Run 1, routed metal per tile:
The die is cut into 9 by 9 equal tiles; black is low, pale yellow is high, scaled to the fullest tile. Values are wire area over tile area, all layers added.
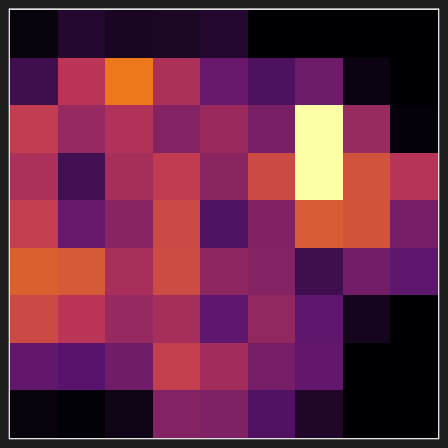
Run 1, placed standard cells:
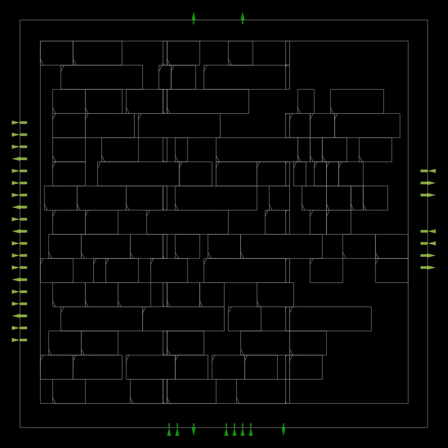
Run 1, signal wires on met1:
Supply wires on this layer in grey.
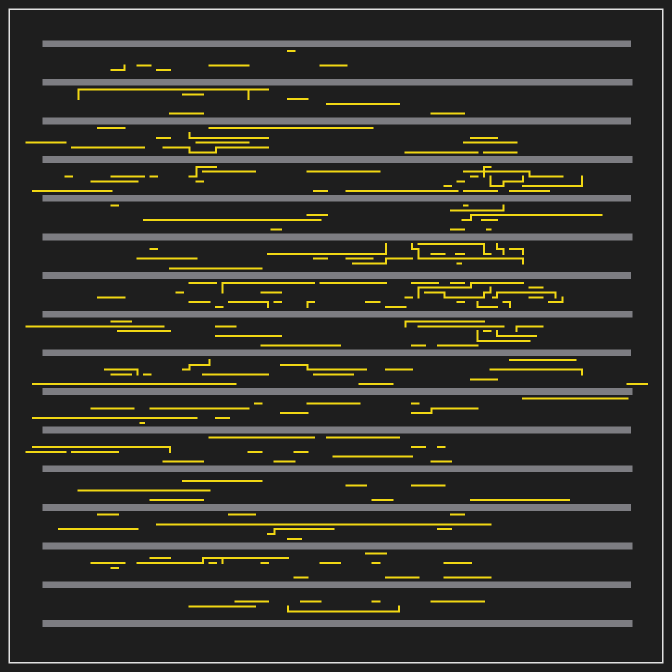
File: config.mk
export PLATFORM = sky130hd
export DESIGN_NAME = rr_arb2_stage
export DESIGN_NICKNAME = d
export VERILOG_FILES = /design/src/rtl/arb2_pkg.sv /design/src/rtl/mux2_w.sv /design/src/rtl/rr_arb2_stage.sv
export SDC_FILE = /design/constraint.sdc
export NUM_CORES = 1
export LEC_CHECK = 0
export CORE_MARGIN = 2
export CORE_UTILIZATION = 42
export DETAILED_ROUTE_END_ITERATION = 12
export PLACE_DENSITY = 0.88
export SYNTH_ARGS = -nofsm -noshare
export SYNTH_HDL_FRONTEND = slang
export SYNTH_HIERARCHICAL = 1
export SYNTH_SLANG_ARGS = --single-unit
export TNS_END_PERCENT = 10
File: constraint.sdc
create_clock -name clk -period 3.7 [get_ports clk]
set_clock_uncertainty 0.1 [all_clocks]
set_input_delay 0.555 -clock clk [delete_from_list [all_inputs] [get_ports clk]]
set_output_delay 0.555 -clock clk [all_outputs]
set_load 0.1 [all_outputs]
File: src/rtl/arb2_pkg.sv
// rtl/arb2_pkg.sv - shared types and constants for the two-input round-robin arbiter
//
// Contents:
//   arb_state_e       - arbiter FSM state (IDLE, G0, G1)
//   GRANT_I0/GRANT_I1 - values driven on sel for each grant
package arb2_pkg;

    typedef enum logic [1:0] {
        IDLE = 2'd0,
        G0   = 2'd1,
        G1   = 2'd2
    } arb_state_e;

    localparam logic GRANT_I0 = 1'b0;
    localparam logic GRANT_I1 = 1'b1;

endpackage

File: src/rtl/mux2_w.sv
// rtl/mux2_w.sv - DW-wide 2:1 mux carrying payload plus end-of-packet flag
//
// Ports:
//   sel_i          select: GRANT_I0 picks d0/l0, GRANT_I1 picks d1/l1
//   d0_i, l0_i     stream 0 payload and last flag
//   d1_i, l1_i     stream 1 payload and last flag
//   data_o, last_o selected payload and last flag
module mux2_w
    import arb2_pkg::*;
#(
    parameter int unsigned DW = 8
) (
    input  logic          sel_i,
    input  logic [DW-1:0] d0_i,
    input  logic          l0_i,
    input  logic [DW-1:0] d1_i,
    input  logic          l1_i,
    output logic [DW-1:0] data_o,
    output logic          last_o
);

    assign data_o = (sel_i == GRANT_I1) ? d1_i : d0_i;
    assign last_o = (sel_i == GRANT_I1) ? l1_i : l0_i;

endmodule

File: src/rtl/rr_arb2_stage.sv
// rtl/rr_arb2_stage.sv - two-input round-robin arbiter with 1-entry registered output stage
//
// Optional feature: ARB_PKT_LOCK_EN keeps the grant on one stream until it
// delivers a beat with last=1, so packets are never interleaved.
//
// Ports:
//   clk, rst                  clock, asynchronous active-high reset
//   i0_valid/ready/data/last  stream 0 handshake and payload
//   i1_valid/ready/data/last  stream 1 handshake and payload
//   sel                       registered grant (0 = i0, 1 = i1), drives the 2:1 mux
//   y_valid/ready/data/last   output stage handshake and payload
module rr_arb2_stage
    import arb2_pkg::*;
#(
    parameter int unsigned DW = 8
) (
    input  logic          clk,
    input  logic          rst,
    input  logic          i0_valid,
    output logic          i0_ready,
    input  logic [DW-1:0] i0_data,
    input  logic          i0_last,
    input  logic          i1_valid,
    output logic          i1_ready,
    input  logic [DW-1:0] i1_data,
    input  logic          i1_last,
    output logic          sel,
    output logic          y_valid,
    input  logic          y_ready,
    output logic [DW-1:0] y_data,
    output logic          y_last
);

    arb_state_e    state_q, state_d;
    logic          sel_q, sel_d;
    logic          y_valid_q, y_valid_d;
    logic [DW-1:0] y_data_q;
    logic          y_last_q;
    logic          in_pkt_q;
    logic          lock_hold;

    logic          space;
    logic          xfer0, xfer1, xfer;
    logic [DW-1:0] mux_data;
    logic          mux_last;

    // Output register can take a beat if empty or being drained this cycle.
    assign space    = !y_valid_q || y_ready;
    assign i0_ready = (state_q == G0) && space;
    assign i1_ready = (state_q == G1) && space;
    assign xfer0    = i0_valid && i0_ready;
    assign xfer1    = i1_valid && i1_ready;
    assign xfer     = xfer0 || xfer1;

    // sel_q always matches the granted stream in G0/G1, so the mux output is
    // the beat being transferred whenever xfer is high.
    mux2_w #(.DW(DW)) u_mux (
        .sel_i  (sel_q),
        .d0_i   (i0_data),
        .l0_i   (i0_last),
        .d1_i   (i1_data),
        .l1_i   (i1_last),
        .data_o (mux_data),
        .last_o (mux_last)
    );

`ifdef ARB_PKT_LOCK_EN
    logic in_pkt_d;

    // A non-final beat pins the grant to its stream until the packet ends.
    assign lock_hold = !mux_last;
    assign in_pkt_d  = xfer ? !mux_last : in_pkt_q;

    always_ff @(posedge clk or posedge rst) begin
        if (rst) begin
            in_pkt_q <= 1'b0;
        end else begin
            in_pkt_q <= in_pkt_d;
        end
    end
`else
    assign lock_hold = 1'b0;
    assign in_pkt_q  = 1'b0;
`endif

    always_comb begin
        state_d = state_q;
        case (state_q)
            IDLE: begin
                // i0 wins a tie on the first arbitration.
                if (i0_valid) begin
                    state_d = G0;
                end else if (i1_valid) begin
                    state_d = G1;
                end
            end
            G0: begin
                if (xfer0) begin
                    if (!lock_hold && i1_valid) begin
                        state_d = G1;
                    end
                end else if (!i0_valid && i1_valid && !in_pkt_q) begin
                    state_d = G1;
                end
            end
            G1: begin
                if (xfer1) begin
                    if (!lock_hold && i0_valid) begin
                        state_d = G0;
                    end
                end else if (!i1_valid && i0_valid && !in_pkt_q) begin
                    state_d = G0;
                end
            end
            default: state_d = IDLE;
        endcase
    end

    // sel is registered from the next state so it lines up with state_q;
    // it keeps its last value while the FSM sits in IDLE.
    always_comb begin
        sel_d = sel_q;
        if (state_d == G0) begin
            sel_d = GRANT_I0;
        end else if (state_d == G1) begin
            sel_d = GRANT_I1;
        end
    end

    // A load in the same cycle as a drain keeps y_valid high with new data.
    always_comb begin
        y_valid_d = y_valid_q;
        if (xfer) begin
            y_valid_d = 1'b1;
        end else if (y_ready) begin
            y_valid_d = 1'b0;
        end
    end

    always_ff @(posedge clk or posedge rst) begin
        if (rst) begin
            state_q   <= IDLE;
            sel_q     <= GRANT_I0;
            y_valid_q <= 1'b0;
            y_data_q  <= '0;
            y_last_q  <= 1'b0;
        end else begin
            state_q   <= state_d;
            sel_q     <= sel_d;
            y_valid_q <= y_valid_d;
            if (xfer) begin
                y_data_q <= mux_data;
                y_last_q <= mux_last;
            end
        end
    end

    assign sel     = sel_q;
    assign y_valid = y_valid_q;
    assign y_data  = y_data_q;
    assign y_last  = y_last_q;

endmodule

==> results.ini, run 1 <==
[run_status]
status=completed

[run]
warnings=26

[setup_path]
reg2regPathDepth=5
crit_arrival_ns=1.78
critical_path_required_ns=3.04
cp.buffers_inverters=1
worstSetupPathType=reg -> out
endpoint_kind=output port
cp_slowest_stage_delay_ns=1.15

[final_layout]
nClkBuffers=4
clk_share_pct=2.354
signal_buffers=35
areaGrowthSynthToFinish_pct=51.44
combGateArea_um2=381.6

[hold_path]
min_path_type=reg -> reg

[route]
wirelength_um=1426

[timing]
max_slew_margin_pct=34.32
worst_slack_ns=1.267
hold_violations=0
slew_viol_final=0

[clock_tree]
hold_buffers=0
htree_levels=1
cts.sinks=13
path_clk_slew_ns=0.08
post-cts-setup-buffers=0

[global_route]
grt_pass1_wl_um=2277
overflow=0

[floorplanning]
fp-row-count=15
io_pins=36
dieWidth_um=45.89
initCoreUtil_pct=43.63

[synth]
synthTopCellsByArea=dfrtp_1 44%, mux2_4 18%, mux2_2 14%
synthDistinctLibCells=21
ys.flops=13
yosys.area.top_type=dfrtp_1
yosysMostFrequentCell=dfrtp_1
synthFlopType=dfrtp_1
yosysWarningCount=6
yosysTopAreaCellShare_pct=44.14

[placement]
dpl_cell_area_um2=1090

## Picture notes: 'routed metal per tile'
nearly empty tiles: 17%
densest ninth of the die: middle right
tiles over half the peak: 20%
fullest tile: 0.35

## Picture notes: 'placed standard cells'
fin cells: 110
flop count: 13
Tap Cells: 17
fill count: 133
core box area: 1689 um^2

## Picture notes: 'signal wires on met1'
wire length on this layer: 584 um
nets with wire on the layer: 98
longest straight run: 23.5 um
main direction: horizontal

[run 1: routing by layer]
metal	wire (um)	GRT usage, %	vias up	share of wire (%)
met2	714	26.67	28	50
met4	25	6.857	0	1.8
met3	103	3.571	4	7.2
li1	-	-	276	-
met1	583	17.71	259	41
met5	0	0	-	0
[run 1: how the worst max path moves through the flow]
stage | start | end | slack [ns] | cells after the start
2_1_floorplan | y_valid | i0_ready | 0.63 | 2
3_3_place_gp | y_ready | i0_ready | 1.37 | 4
3_5_place_dp | y_ready | i0_ready | 1.36 | 4
4_1_cts | y_data[4] | y_data[4] | 1.25 | 1
5_1_grt | y_data[4] | y_data[4] | 1.20 | 1
6_report | y_data[4] | y_data[4] | 1.27 | 1
[run 1: kinds of logic after synthesis]
family / after synthesis / share of synthesized area, %
AND-OR/OR-AND: 7 / 7.471
adder cells (fa/ha/maj): 1 / 1.698
buffers and inverters: 6 / 4.075
flip-flops: 13 / 44.14
multiplexers: 19 / 33.45
AND/OR/NAND/NOR: 9 / 9.169
[run 1: cell usage in the layout (no fill, tap or decap)]
cell	count
nor2_1	2
a21oi_4	1
nand3b_1	2
mux2_4	9
nand2_1	1
o22ai_1	1
or2b_1	1
ha_1	1
and2b_1	1
a31oi_1	1
a31o_2	1
clkdlybuf4s50_1	32
clkbuf_1	1
mux2_2	9
buf_4	3
or2_2	1
dfrtp_1	13
o21ai_0	1
a21oi_1	1
mux2i_1	1
inv_1	5
nand3b_4	1
clkbuf_4	3
a22oi_1	1
==> run 2: changes to the inputs <==
CORE_UTILIZATION = 39   (was 42)
PLACE_DENSITY = 0.83   (was 0.88)
clock period = 2.5 ns   (was 3.7 ns; I/O delays follow)
Run 2, routed metal per tile:
The die is cut into 9 by 9 equal tiles; black is low, pale yellow is high, scaled to the fullest tile. Values are wire area over tile area, all layers added.
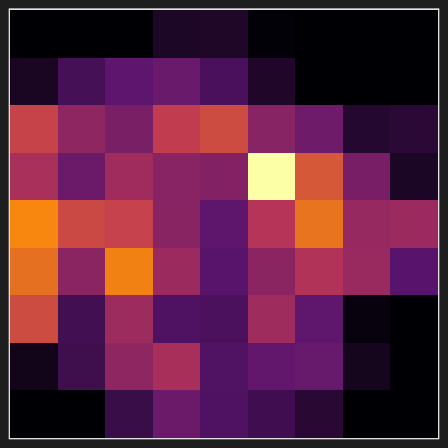
tiles over half the peak: 15%
nearly empty tiles: 20%
mean over tiles: 0.098
densest ninth of the die: middle left

==> results.ini, run 2 <==
[run_status]
status=completed

[floorplanning]
fp-row-count=15

[setup_path]
cp_slowest_stage_delay_ns=0.46
startpoint=y_ready
critical_path_required_ns=2.03
endpoint=i0_ready
endpoint_kind=output port
worstSetupPathType=in -> out
crit_arrival_ns=1.52
cp_num_cells=4

[final_layout]
mostFrequentLayoutCells=22 x clkdlybuf4s50_1, 13 x dfrtp_1, 11 x buf_4

[clock_tree]
hold_buffers=0

[synth]
simple_gate_share_pct=9.168
yosysTopAreaCellShare_pct=44.14
yosys.area.top_type=dfrtp_1
ys.flops=13
ys_sh_mux_pct=33.45
compound_area_share_pct=7.470

[placement]
dpl_cell_area_um2=1100

[timing]
slew_viol_final=0

[run 2: area by class of cell]
type	instances	area [um^2]
multi-input combinational	36	381.6
inverter	5	18.77
tap	25	31.28
sequential	13	325.3
fill	141	619.3
clock buffer	4	26.28
timing repair buffer	35	342.8
[run 2: cell families after synthesis]
family          count (synthesis)
compound gates                  7
flops                          13
buf+inv                         6
simple gates                    9
fa+ha+maj                       1
mux                            19
[run 2: metal layers]
layer	vias to the layer above	track usage, %	wire length, um
met5	-	0	0
met4	0	8.333	9
met3	2	5.283	130
met2	29	21.62	611
met1	248	18.33	584
li1	272	-	-
[run 2: worst reg2reg max path: cells and delay by family, from the launching register on]
kind | cells | cell delay (ns)
simple gates | 1 | 0.24
compound gates | 2 | 0.36
flops | 1 | 0.40
fa+ha+maj | 1 | 0.31
mux | 1 | 0.17
[run 2: worst min-delay path by stage]
stage | end | depth (start not counted)
6_report | y_data[1] | 2
3_5_place_dp | y_data[0] | 1
5_1_grt | y_last | 2
2_1_floorplan | sel | 1
4_1_cts | y_last | 2
3_3_place_gp | y_data[0] | 1
[run 2: metrics by stage]
| stage | TNS, ns | worst slack (ns) | instances | hold WS [ns] |
|---|---|---|---|---|
| finish | 0 | 0.5034 | 118 | 0.3091 |
| global route | 0 | 0.4242 | 118 | 0.3630 |
| CTS | 0 | 0.4947 | 118 | 0.3288 |
| detailed placement | 0 | 0.3929 | 114 | 0.3997 |
| global placement | 0 | 0.4364 | 114 | 0.3929 |
| floorplan | -0.7806 | -0.3903 | 55 | 0.1520 |
Run 2, cells coloured by class:
Bar = 10 um. Fill, decap, tap and diode cells in grey.
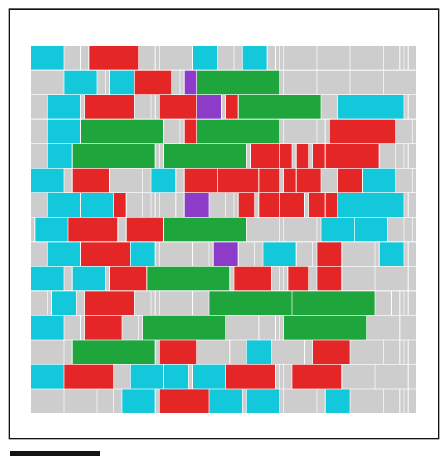

==> run 3: changes to the inputs <==
CORE_UTILIZATION = 35   (was 39)
PLACE_DENSITY = 0.79   (was 0.83)
clock period = 1.8 ns   (was 2.5 ns; I/O delays follow)
Run 3, cells coloured by class:
Bar = 10 um. Fill, decap, tap and diode cells in grey.
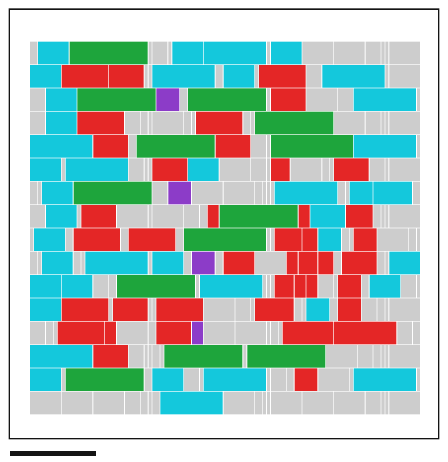
| colour | class | cells |
|---|---|---|
| red | combinational and other logic | 41 |
| purple | clock drivers and dummy loads | 4 |
| green | flops | 13 |
| cyan | other buffers and delay cells | 40 |

==> results.ini, run 3 <==
[synth]
synthTopCellsByArea=dfrtp_1 44%, mux2_4 18%, mux2_2 14%
yosysTopAreaCellShare_pct=44.14
ys.flops=13
yosysMostFrequentCell=dfrtp_1
synthFlopType=dfrtp_1
yosysWarningCount=6
yosys.area.top_type=dfrtp_1

[placement]
dp_slack_ns=-0.1873
dpl_cell_area_um2=1300

[final_layout]
areaGrowthSynthToFinish_pct=82.00
layout_top_cell=clkdlybuf4s50_1
mostFrequentLayoutCells=21 x clkdlybuf4s50_1, 14 x buf_12, 11 x dfrtp_1

[setup_path]
worstSetupPathType=reg -> out
reg2regPathDepth=5
critical_path_required_ns=1.43
crit_arrival_ns=1.37
startpoint=y_valid

[timing]
hold_violations=0
max_slew_margin_pct=66.96
holdWs_ns=0.2280

[global_route]
overflow=0
busiest_layer=met2

[route]
wl_met2_um=851
highest_layer=met4

[floorplanning]
dieWidth_um=49.89
core_area_um2=1982
fp-row-count=16
io_pins=36

[clock_tree]
htree_levels=1
path_clk_slew_ns=0.08
cts.sinks=13

[run_status]
status=completed

[run]
warnings=27

run 3: timing repair:
item | CTS | global route
resized | 1 | 2
hold buffers | 0 | 0
endpoints found under the setup margin | 2 | 3
pin swaps | 2 | 1
buffers inserted | 1 | 0
run 3: logic make-up after synthesis:
kind of cell               share of synthesized area, %
muxes                                             33.45
DFF                                               44.14
and+or+nand+nor                                   9.169
AOI/OAI and AO/OA                                 7.471
buffers and inverters                             4.075
adders and majority gates                         1.698
run 3: worst min path at each step:
stage | from | to | slack [ns] | cells after the start
after floorplan | rst | state_q[0] | 0.05 | 1
after global placement | y_data[4] | y_data[4] | 0.46 | 1
after detailed placement | y_data[3] | y_data[3] | 0.46 | 1
after CTS | rst | y_last | 0.24 | 2
after global routing | rst | y_last | 0.25 | 2
final | rst | y_last | 0.23 | 2
run 3: final cells by class:
class                   instances  area (um^2)
clock buffers                   4        26.28
inverters                       5        18.77
fillers                       149        640.6
multi-input cells              36        397.9
flip-flops and latches         13        327.8
well taps                      27        33.78
repair buffers                 40        536.8
run 3: worst max-delay path, stage by stage (launching register included):
cell     delay (ns)
dfrtp_2        0.43
and2b_2        0.23
buf_6          0.13
nor2_4         0.12
buf_12         0.18
run 3: through the flow:
step	cells
after floorplan	55
after global placement	120
after detailed placement	120
after CTS	125
after global routing	125
final	125

==> notes/layouts.md <==
Pictures saved along the way, in no particular order.

Routed metal, one colour a layer.
image #1
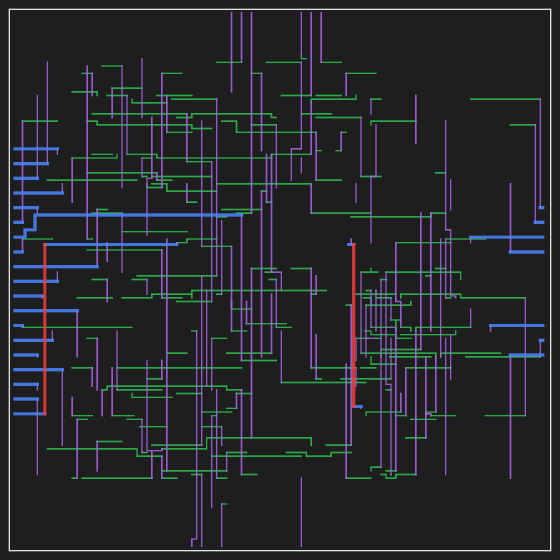
image #2
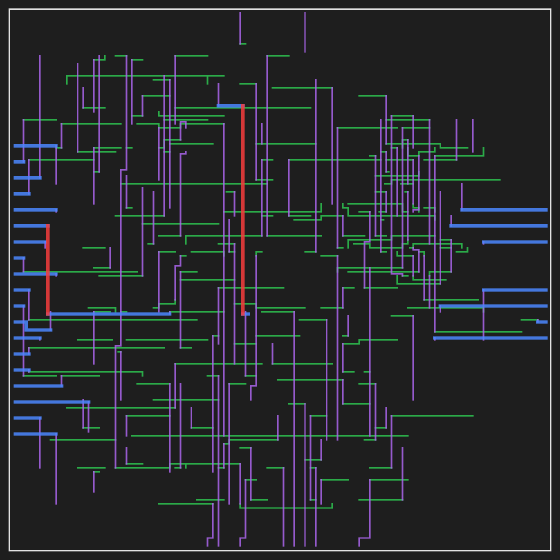
image #3
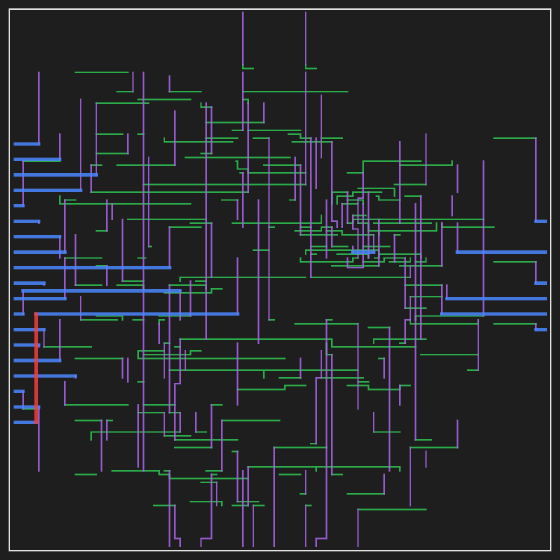
Run 2 is image #3.
Run 1 is image #2.
Run 3 is image #1.

